File: config.mk
export PLATFORM = sky130hd
export DESIGN_NAME = controlador_cruce
export DESIGN_NICKNAME = d
export VERILOG_FILES = /design/src/rtl/controlador_cruce.sv
export SDC_FILE = /design/constraint.sdc
export NUM_CORES = 1
export LEC_CHECK = 0
export ABC_AREA = 1
export CAP_MARGIN = 20
export CORE_ASPECT_RATIO = 1.5
export CORE_MARGIN = 4
export CORE_UTILIZATION = 45
export DETAILED_ROUTE_END_ITERATION = 6
export PLACE_DENSITY_LB_ADDON = 0.25
export SYNTH_ARGS = -nofsm -noshare
export SYNTH_HDL_FRONTEND = slang
export SYNTH_SLANG_ARGS = --single-unit
File: constraint.sdc
create_clock -name reloj -period 3.85 [get_ports reloj]
set_input_delay 0.77 -clock reloj [delete_from_list [all_inputs] [get_ports reloj]]
set_output_delay 0.77 -clock reloj [all_outputs]
set_load 0.05 [all_outputs]
File: src/rtl/controlador_cruce.sv
// Two-direction intersection scheduler with all-red clearance and a pedestrian phase.
// Defining MODO_NOCTURNO_EN adds the modo_noche input and the flashing-amber NOCHE state.
module controlador_cruce #(
  parameter int unsigned FRECUENCIA_RELOJ = 100_000_000,
  parameter int unsigned TIEMPO_VERDE     = 5,
  parameter int unsigned TIEMPO_AMARILLO  = 1,
  parameter int unsigned TIEMPO_TODO_ROJO = 1,
  parameter int unsigned TIEMPO_PEATON    = 4
) (
  input  logic       reloj,
  input  logic       reset,
  input  logic       sol_peaton,
`ifdef MODO_NOCTURNO_EN
  input  logic       modo_noche,
`endif
  output logic       ack_peaton,
  output logic       a_verde,
  output logic       a_amarillo,
  output logic       a_rojo,
  output logic       b_verde,
  output logic       b_amarillo,
  output logic       b_rojo,
  output logic       peaton_cruce,
  output logic [2:0] estado
);

`ifdef MODO_NOCTURNO_EN
  typedef enum logic [2:0] {
    StAVerde    = 3'd0,
    StAAmarillo = 3'd1,
    StRojoAB    = 3'd2,
    StBVerde    = 3'd3,
    StBAmarillo = 3'd4,
    StRojoBA    = 3'd5,
    StPeaton    = 3'd6,
    StNoche     = 3'd7
  } estado_t;
`else
  typedef enum logic [2:0] {
    StAVerde    = 3'd0,
    StAAmarillo = 3'd1,
    StRojoAB    = 3'd2,
    StBVerde    = 3'd3,
    StBAmarillo = 3'd4,
    StRojoBA    = 3'd5,
    StPeaton    = 3'd6
  } estado_t;
`endif

  localparam logic [31:0] PRE_MAX = 32'(FRECUENCIA_RELOJ - 1);

  estado_t     estado_q, estado_d;
  logic [31:0] pre_q, pre_d;
  logic [31:0] seg_q, seg_d;
  logic        pendiente_q, pendiente_d;
  logic        siguiente_b_q, siguiente_b_d;
  logic        tick, fin, cambio, entra_peaton;
`ifdef MODO_NOCTURNO_EN
  logic        parpadeo;
`endif

  assign estado = estado_q;

  function automatic logic [31:0] duracion(input estado_t e);
    case (e)
      StAVerde, StBVerde:       duracion = 32'(TIEMPO_VERDE);
      StAAmarillo, StBAmarillo: duracion = 32'(TIEMPO_AMARILLO);
      StRojoAB, StRojoBA:       duracion = 32'(TIEMPO_TODO_ROJO);
      StPeaton:                 duracion = 32'(TIEMPO_PEATON);
      default:                  duracion = 32'd0;
    endcase
  endfunction

  // A state of N seconds ends on the tick that would make the seconds count reach N,
  // giving exactly N*FRECUENCIA_RELOJ cycles.
  assign tick = (pre_q == PRE_MAX);
  assign fin  = tick && (seg_q == duracion(estado_q) - 32'd1);

  always_comb begin
    estado_d      = estado_q;
    siguiente_b_d = siguiente_b_q;
    case (estado_q)
      StAVerde:    if (fin) estado_d = StAAmarillo;
      StAAmarillo: if (fin) estado_d = StRojoAB;
      StBVerde:    if (fin) estado_d = StBAmarillo;
      StBAmarillo: if (fin) estado_d = StRojoBA;
      StRojoAB: begin
        if (fin) begin
          estado_d      = pendiente_q ? StPeaton : StBVerde;
          siguiente_b_d = 1'b1;
        end
      end
      StRojoBA: begin
        if (fin) begin
          estado_d      = pendiente_q ? StPeaton : StAVerde;
          siguiente_b_d = 1'b0;
        end
      end
      StPeaton:    if (fin) estado_d = siguiente_b_q ? StBVerde : StAVerde;
      // NOCHE after modo_noche falls, or an unreachable code: recover through a clearance.
      default:     estado_d = StRojoBA;
    endcase
`ifdef MODO_NOCTURNO_EN
    if (modo_noche) estado_d = StNoche;
`endif
  end

  assign cambio       = (estado_d != estado_q);
  assign entra_peaton = (estado_d == StPeaton) && (estado_q != StPeaton);
  assign pendiente_d  = sol_peaton | (pendiente_q & ~entra_peaton);

  always_comb begin
    if (cambio || tick) pre_d = 32'd0;
    else                pre_d = pre_q + 32'd1;
    if (cambio)         seg_d = 32'd0;
    else if (tick)      seg_d = seg_q + 32'd1;
    else                seg_d = seg_q;
  end

`ifdef MODO_NOCTURNO_EN
  // Ambers are lit during the first half of every prescaler period.
  assign parpadeo = (pre_d < 32'(FRECUENCIA_RELOJ / 2));
`endif

  always_ff @(posedge reloj) begin
    if (reset) begin
      estado_q      <= StAVerde;
      pre_q         <= 32'd0;
      seg_q         <= 32'd0;
      pendiente_q   <= 1'b0;
      siguiente_b_q <= 1'b1;
      ack_peaton    <= 1'b0;
      a_verde       <= 1'b1;
      a_amarillo    <= 1'b0;
      a_rojo        <= 1'b0;
      b_verde       <= 1'b0;
      b_amarillo    <= 1'b0;
      b_rojo        <= 1'b1;
      peaton_cruce  <= 1'b0;
    end else begin
      estado_q      <= estado_d;
      pre_q         <= pre_d;
      seg_q         <= seg_d;
      pendiente_q   <= pendiente_d;
      siguiente_b_q <= siguiente_b_d;
      ack_peaton    <= entra_peaton;
      a_verde       <= 1'b0;
      a_amarillo    <= 1'b0;
      a_rojo        <= 1'b0;
      b_verde       <= 1'b0;
      b_amarillo    <= 1'b0;
      b_rojo        <= 1'b0;
      peaton_cruce  <= 1'b0;
      // Lamps are decoded from the next state so they line up with the estado register.
      case (estado_d)
        StAVerde: begin
          a_verde <= 1'b1;
          b_rojo  <= 1'b1;
        end
        StAAmarillo: begin
          a_amarillo <= 1'b1;
          b_rojo     <= 1'b1;
        end
        StBVerde: begin
          a_rojo  <= 1'b1;
          b_verde <= 1'b1;
        end
        StBAmarillo: begin
          a_rojo     <= 1'b1;
          b_amarillo <= 1'b1;
        end
        StPeaton: begin
          a_rojo       <= 1'b1;
          b_rojo       <= 1'b1;
          peaton_cruce <= 1'b1;
        end
`ifdef MODO_NOCTURNO_EN
        StNoche: begin
          a_amarillo <= parpadeo;
          b_amarillo <= parpadeo;
        end
`endif
        default: begin
          a_rojo <= 1'b1;
          b_rojo <= 1'b1;
        end
      endcase
    end
  end

  a_conflicto: assert property (@(posedge reloj) disable iff (reset)
    !((a_verde | a_amarillo) && (b_verde | b_amarillo)));
  a_peaton_rojos: assert property (@(posedge reloj) disable iff (reset)
    peaton_cruce |-> (a_rojo && b_rojo));

endmodule
m2.png
Drawn at 3 px/um. Cells faint in the background.
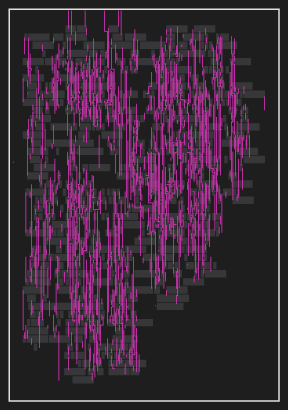
The layer carries 5,310 um of wire. The wires run mostly vertical. 560 nets have wire on it. The longest straight run is 42.2 um. The layer holds 52% of the routed length.
via count: 4,107
met2 Usage GRT: 0.340

clock_wires.png
Drawn at 4 px/um.
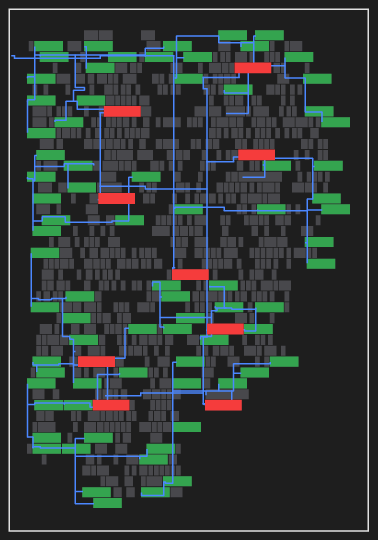
Key: clock-net drivers = red [count 9]; flip-flops = green [count 77]; clock wires = blue [length 1,030 um]
Position of the flops: all over the die.
Clock net power: 0.903 mW
Layout Skew: 0.00668 ns
clock power share: 0.521

==> results.cfg <==
; yosys + openroad results
[worst_setup_path]
r2r-start = estado[1]
r2r-end = pre_q[1]
crit_path_max_incr_delay_ns = 0.50
slowest_stage = dfxtp_1
reg2regPathDepth = 19
cp.depth = 19

[detailed_routing]
firstDrtPassIters = 5
viasPerCell = 5.11
wl_per_cell_um = 12.6
drc_errors = 0
detail-route-antenna-nets = 0
drtIter0Drc = 269

[final_timing]
max_freq_ghz = 0.292
worstMarginPinSlew_ns = 0.555
final-hold-violation-count = 0
setup_ws_ns = 0.429
post-route-period-util = 0.889
max_slew_margin = 0.627
rsz0062_at_grt = no

[clocking]
cts_tree = done
cts_made_buffers = 9
holdBufCountCts = 0

[logic_synthesis]
yosys_cells = 667
ys_async_sr_fraction = 0
avgSynthCellArea_um2 = 6.70
yosys_warnings = 0
yosys_area_um2 = 4470
yosysTopAreaCell = dfxtp_1
syn_nets = 673

[grt]
antenna_found_initial = 0
grt-ovfl-total = 0
grt_max_degree = 33

[finish]
nNetsFinal = 690
layout_top_cells = nand2_1, nor2_1, inv_1
drive_gt1_frac = 0.0974

[floorplan]
dieArea_um2 = 11600
initial_utilization = 0.461
row_count = 44

[placed_design]
place.port_buffers = 13
pre_cts_slack_ns = 0.476

[status]
status = completed

[power]
leakage_nw = 1.96
class_map.png
Drawn at 3 px/um. Fill, decap, tap and diode cells in grey.
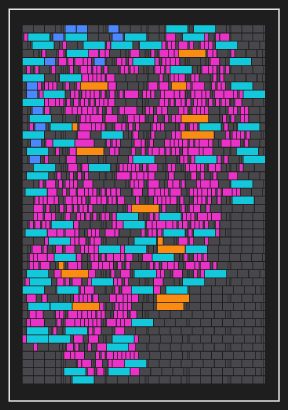
Key: clock drivers and dummy loads = orange [cells 15, share of their area 6.5%]; sequential cells = cyan [cells 77, share of their area 32%]; remaining buffers and delay cells = blue [cells 13, share of their area 2.7%]; remaining logic cells = magenta [cells 583, share of their area 59%]
Layout Cell Area excl Fill: 4980 um2
core area: 9690 um2
Seq area share: 0.309
final core occ: 0.514

-- metrics by stage --
stage	instance area [um2]	power (mW)	utilization	hold WS [ns]	std cells
after floorplan	4470	0.846	-	0.411	667
after global placement	4670	0.847	0.482	0.427	788
after detailed placement	4670	0.848	0.482	0.439	788
after CTS	4980	1.74	0.514	0.452	803
after global routing	4980	1.80	0.514	0.468	803
final	4980	1.73	0.514	0.445	803
-- logic make-up after synthesis --
| group | synth area share |
|---|---|
| and+or+nand+nor | 0.410 |
| buffers and inverters | 0.104 |
| DFF | 0.345 |
| xor gates and xnor gates | 0.0999 |
| AOI/OAI and AO/OA | 0.0325 |
| adders and majority gates | 0.00840 |
-- final cells by class --
cell class / count / area, um2
Timing Repair Buffer: 13 / 130
Fill cell: 945 / 4710
Sequential cell: 77 / 1540
Tap cell: 115 / 144
Inverter: 104 / 390
Multi-Input combinational cell: 479 / 2460
Clock buffer: 10 / 239
Clock inverter: 5 / 75.1
-- Yosys cell counts (2+ instances only) --
cell	number
or2_2	3
xnor2_1	10
dfxtp_1	77
o21ai_0	4
nand2_1	139
nor3_1	18
nor2_4	4
a21oi_1	5
nand3_2	2
xor2_1	41
buf_6	6
nor4_1	9
a21oi_2	7
inv_2	3
nor2_1	133
nand2_2	4
nand3_1	39
nand2_4	3
nor2_2	24
nand4_1	21
inv_1	101
ha_1	3
-- metal layers --
layer,global-route usage,vias up,wire length (um)
li1,-,2095,-
met1,0.204,1871,4100
met2,0.340,105,5310
met3,0.0449,36,360
met4,0.0859,0,362
met5,0,-,0
-- where the power goes --
part	switching (mW)	internal (mW)	total, mW
clock	0.326	0.578	0.903
sequential	0.00205	0.800	0.802
combinational	0.0199	0.00740	0.0273
Power and IR drop assume default switching activity.
